**src/rtl/perceptron_pkg.sv**
```systemverilog
// perceptron_pkg: shared types and constants for the perceptron engine.
// Holds the FSM state enum, data width, default sizes and classify().
package perceptron_pkg;

  localparam int DATA_W    = 8;
  localparam int DEF_DIM   = 2;
  localparam int DEF_ACC_W = 20;

  typedef enum logic [2:0] {
    ST_UNCFG,
    ST_LOAD,
    ST_IDLE,
    ST_ACCUM,
    ST_DRAIN,
    ST_RESULT
  } state_t;

  // Positive means sign clear and value non-zero.
  function automatic logic classify(
    input logic sign_bit,
    input logic nonzero
  );
    return !sign_bit && nonzero;
  endfunction

endpackage

```
**src/rtl/perceptron_mac.sv**
```systemverilog
// perceptron_mac: signed 8x8 multiply, sign-extend, add to bias or acc.
// Ports: i_init picks bias (1) or i_acc (0) as addend; o_sum is the result.
module perceptron_mac
  import perceptron_pkg::*;
#(
  parameter int ACC_WIDTH = DEF_ACC_W
) (
  input  logic                 i_init,
  input  logic [DATA_W-1:0]    i_x,
  input  logic [DATA_W-1:0]    i_w,
  input  logic [DATA_W-1:0]    i_bias,
  input  logic [ACC_WIDTH-1:0] i_acc,
  output logic [ACC_WIDTH-1:0] o_sum
);

  localparam int PW = 2 * DATA_W;

  logic signed [PW-1:0]  w_xe;
  logic signed [PW-1:0]  w_we;
  logic signed [PW-1:0]  w_prod;
  logic [ACC_WIDTH-1:0]  w_prod_ext;
  logic [ACC_WIDTH-1:0]  w_bias_ext;
  logic [ACC_WIDTH-1:0]  w_base;

  assign w_xe   = PW'($signed(i_x));
  assign w_we   = PW'($signed(i_w));
  assign w_prod = w_xe * w_we;

  assign w_prod_ext = {{(ACC_WIDTH-PW){w_prod[PW-1]}}, w_prod};
  assign w_bias_ext = {{(ACC_WIDTH-DATA_W){i_bias[DATA_W-1]}}, i_bias};

  assign w_base = i_init ? w_bias_ext : i_acc;
  assign o_sum  = w_base + w_prod_ext;

endmodule

```
**src/rtl/perceptron_infer.sv**
```systemverilog
// perceptron_infer: streaming single-layer perceptron inference engine.
// Ports: cfg_* weight/bias load, s_* sample stream, m_* result, status.
module perceptron_infer
  import perceptron_pkg::*;
#(
  parameter int DIM       = DEF_DIM,
  parameter int ACC_WIDTH = DEF_ACC_W
) (
  input  logic                 clk,
  input  logic                 rst,
  input  logic                 cfg_valid,
  input  logic [DATA_W-1:0]    cfg_data,
  output logic                 cfg_ready,
  input  logic                 s_valid,
  input  logic [DATA_W-1:0]    s_data,
  input  logic                 s_last,
  output logic                 s_ready,
  output logic                 m_valid,
  input  logic                 m_ready,
  output logic                 m_class,
  output logic [ACC_WIDTH-1:0] m_score,
  output logic                 weights_ok,
  output logic                 err_len
);

  localparam int IW = $clog2(DIM + 1);
  localparam logic [IW-1:0] BIAS_IDX = IW'(DIM);
  localparam logic [IW-1:0] LAST_EL  = IW'(DIM - 1);

  state_t r_state;
  state_t w_nxt;

  logic [DATA_W-1:0]    r_w [DIM+1];
  logic [IW-1:0]        r_idx;
  logic [ACC_WIDTH-1:0] r_acc;
  logic                 r_class;
  logic                 r_ok;
  logic                 r_err;
  logic                 r_cfg_rdy;
  logic                 r_s_rdy;
  logic                 r_m_vld;

  logic                 w_idle;
  logic                 w_cfg_fire;
  logic                 w_take;
  logic                 w_at_last;
  logic                 w_bad;
  logic [IW-1:0]        w_elem;
  logic [IW-1:0]        w_widx;
  logic [ACC_WIDTH-1:0] w_sum;

  assign w_idle     = (r_state == ST_IDLE);
  assign w_cfg_fire = cfg_valid & r_cfg_rdy;
  // A config beat in IDLE wins over a concurrent sample beat.
  assign w_take = s_valid &
    ((r_state == ST_ACCUM) | (w_idle & ~cfg_valid));
  // r_idx doubles as load index and element index.
  assign w_elem    = w_idle ? '0 : r_idx;
  assign w_at_last = (w_elem == LAST_EL);
  assign w_bad     = w_at_last ? ~s_last : s_last;
  assign w_widx    = (r_state == ST_LOAD) ? r_idx : '0;

  perceptron_mac #(
    .ACC_WIDTH (ACC_WIDTH)
  ) u_mac (
    .i_init (w_idle),
    .i_x    (s_data),
    .i_w    (r_w[w_elem]),
    .i_bias (r_w[DIM]),
    .i_acc  (r_acc),
    .o_sum  (w_sum)
  );

  always_comb begin
    w_nxt = r_state;
    unique case (r_state)
      ST_UNCFG: begin
        if (w_cfg_fire) w_nxt = ST_LOAD;
      end
      ST_LOAD: begin
        if (w_cfg_fire && r_idx == BIAS_IDX)
          w_nxt = ST_IDLE;
      end
      ST_IDLE, ST_ACCUM: begin
        if (w_idle && w_cfg_fire) begin
          w_nxt = ST_LOAD;
        end else if (w_take) begin
          if (w_bad)
            w_nxt = w_at_last ? ST_DRAIN : ST_IDLE;
          else
            w_nxt = w_at_last ? ST_RESULT : ST_ACCUM;
        end
      end
      ST_DRAIN: begin
        if (s_valid && s_last) w_nxt = ST_IDLE;
      end
      ST_RESULT: begin
        if (m_ready) w_nxt = ST_IDLE;
      end
      default: w_nxt = ST_UNCFG;
    endcase
  end

  always_ff @(posedge clk or posedge rst) begin
    if (rst) begin
      r_state   <= ST_UNCFG;
      r_idx     <= '0;
      r_acc     <= '0;
      r_class   <= 1'b0;
      r_ok      <= 1'b0;
      r_err     <= 1'b0;
      r_cfg_rdy <= 1'b1;
      r_s_rdy   <= 1'b0;
      r_m_vld   <= 1'b0;
      for (int i = 0; i <= DIM; i++)
        r_w[i] <= '0;
    end else begin
      r_state   <= w_nxt;
      r_cfg_rdy <= (w_nxt == ST_UNCFG) |
                   (w_nxt == ST_LOAD) |
                   (w_nxt == ST_IDLE);
      r_s_rdy   <= (w_nxt == ST_IDLE) |
                   (w_nxt == ST_ACCUM) |
                   (w_nxt == ST_DRAIN);
      r_m_vld   <= (w_nxt == ST_RESULT);
      r_err     <= w_take & w_bad;
      if (w_cfg_fire) begin
        r_w[w_widx] <= cfg_data;
        r_idx       <= w_widx + 1'b1;
        r_ok        <= (r_state == ST_LOAD) &&
                       (r_idx == BIAS_IDX);
      end else if (w_take) begin
        r_idx <= w_elem + 1'b1;
        if (!w_bad) r_acc <= w_sum;
        if (!w_bad && w_at_last)
          r_class <= classify(w_sum[ACC_WIDTH-1], |w_sum);
      end
    end
  end

  assign cfg_ready  = r_cfg_rdy;
  assign s_ready    = r_s_rdy;
  assign m_valid    = r_m_vld;
  assign m_class    = r_class;
  assign m_score    = r_acc;
  assign weights_ok = r_ok;
  assign err_len    = r_err;

endmodule

```
**config.mk**
```make
export PLATFORM = sky130hd
export DESIGN_NAME = perceptron_infer
export DESIGN_NICKNAME = d
export VERILOG_FILES = /design/src/rtl/perceptron_pkg.sv /design/src/rtl/perceptron_mac.sv /design/src/rtl/perceptron_infer.sv
export SDC_FILE = /design/constraint.sdc
export NUM_CORES = 1
export LEC_CHECK = 0
export CAP_MARGIN = 20
export CORE_ASPECT_RATIO = 2
export CORE_UTILIZATION = 60
export CTS_CLUSTER_DIAMETER = 200
export CTS_CLUSTER_SIZE = 28
export DETAILED_ROUTE_END_ITERATION = 16
export DONT_BUFFER_PORTS = 1
export PLACE_DENSITY = 0.76
export REMOVE_ABC_BUFFERS = 1
export SLEW_MARGIN = 0
export SYNTH_ARGS = -nofsm -noshare
export SYNTH_HDL_FRONTEND = slang
export SYNTH_SLANG_ARGS = --single-unit
```
**constraint.sdc**
```tcl
create_clock -name clk -period 10.6 [get_ports clk]
set_clock_uncertainty 0.05 [all_clocks]
set_input_delay 2.12 -clock clk [delete_from_list [all_inputs] [get_ports clk]]
set_output_delay 2.12 -clock clk [all_outputs]
set_load 0.05 [all_outputs]
```
**Routed metal, one colour a layer**

Drawn at 4 px/micron. Only two layers are drawn.
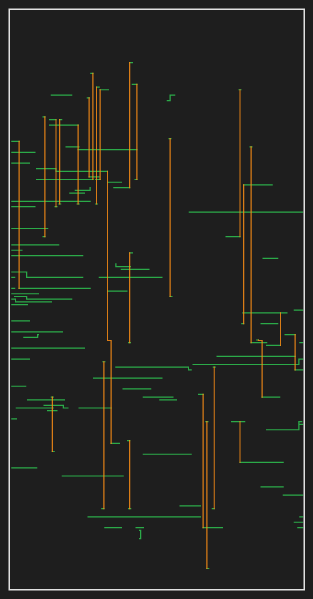
legend:
  met3:
    colour: green
    wire_length: 669 microns
  met4:
    colour: orange
    wire_length: 749 microns
number of vias in the routed layout: 4916
routed length per placed instance: 18.4 microns
global-route usage over all layers: 30.9%
Routed WL: 15100 microns

**Zoomed window**

Window x 45 to 65, y 99 to 119 microns. Cells in grey, sequential cells in the stronger grey; small squares are vias.
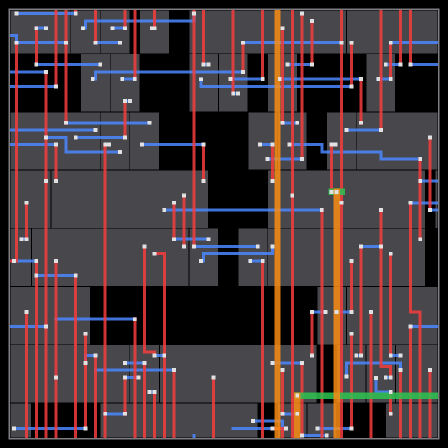
legend:
  met4:
    colour: orange
  met2:
    colour: red
  met1:
    colour: blue
  met3:
    colour: green
sequential cells in the window: 0
most frequent: inv_1 (24), fa_1 (12), ha_1 (2)
cells with their middle in the window: 38

==> results.sh <==
# flow metrics
export IMPL_dpl_worst_slack_ps=1910
export IMPL_post_synth_most_frequent_cells="inv_1, nand2_1, fa_1"
export IMPL_yosys_area_share_aoi_pct=14.0
export IMPL_cp_num_buf_inv=4
export IMPL_core_region_area_sq_um=9830
export IMPL_ys_top_logic_family="adder cells"
export IMPL_crit_path_frequent_cell="inv_1"
export IMPL_drive_above_1_share_pct=7.85
export IMPL_clk_insertion_delay_late_ps=310
export IMPL_top_area_cell="dfrtp_1"
export IMPL_grt_overflow_total=0
export IMPL_layout_cells_non_filler=820
export IMPL_finish_net_count=815
export IMPL_cts_root_buf="clkbuf_16"
export IMPL_hold_violations=0
export IMPL_antenna_found_initial=0
export IMPL_die_h_microns=145
export IMPL_largest_register_ff_count=24
export IMPL_outcome="finished clean"
export IMPL_die_w_microns=73.4
export IMPL_layout_clock_cell_area_share_pct=2.72
export IMPL_post_cts_setup_buffer_count=0
export IMPL_slew_of_the_pin_with_the_lowest_slew_margin_ps=1070
export IMPL_die_area_sq_um=10600
export IMPL_r2r_cells=30
export IMPL_inverters_excl_clock=103
export IMPL_slowest_stage="dfrtp_1"
export IMPL_finish_stage_setup_viols=0
export IMPL_global_route_peak_usage_layer="met2"
export IMPL_fmax_mhz=117
export IMPL_path_depth=30
export IMPL_yosysMostFrequentCell="inv_1"
export IMPL_grt_max_degree=56
export IMPL_vias_in_the_first_global_route=5403
export IMPL_timing_critical_path_fanout_max=22
export IMPL_number_of_ports_placed_on_the_die_boundary=48
export IMPL_edf_count=0
export IMPL_cp_endpoint="m_class"
export IMPL_cts_root_to_sink_buffers=2
export IMPL_fin_util_pct=65.6
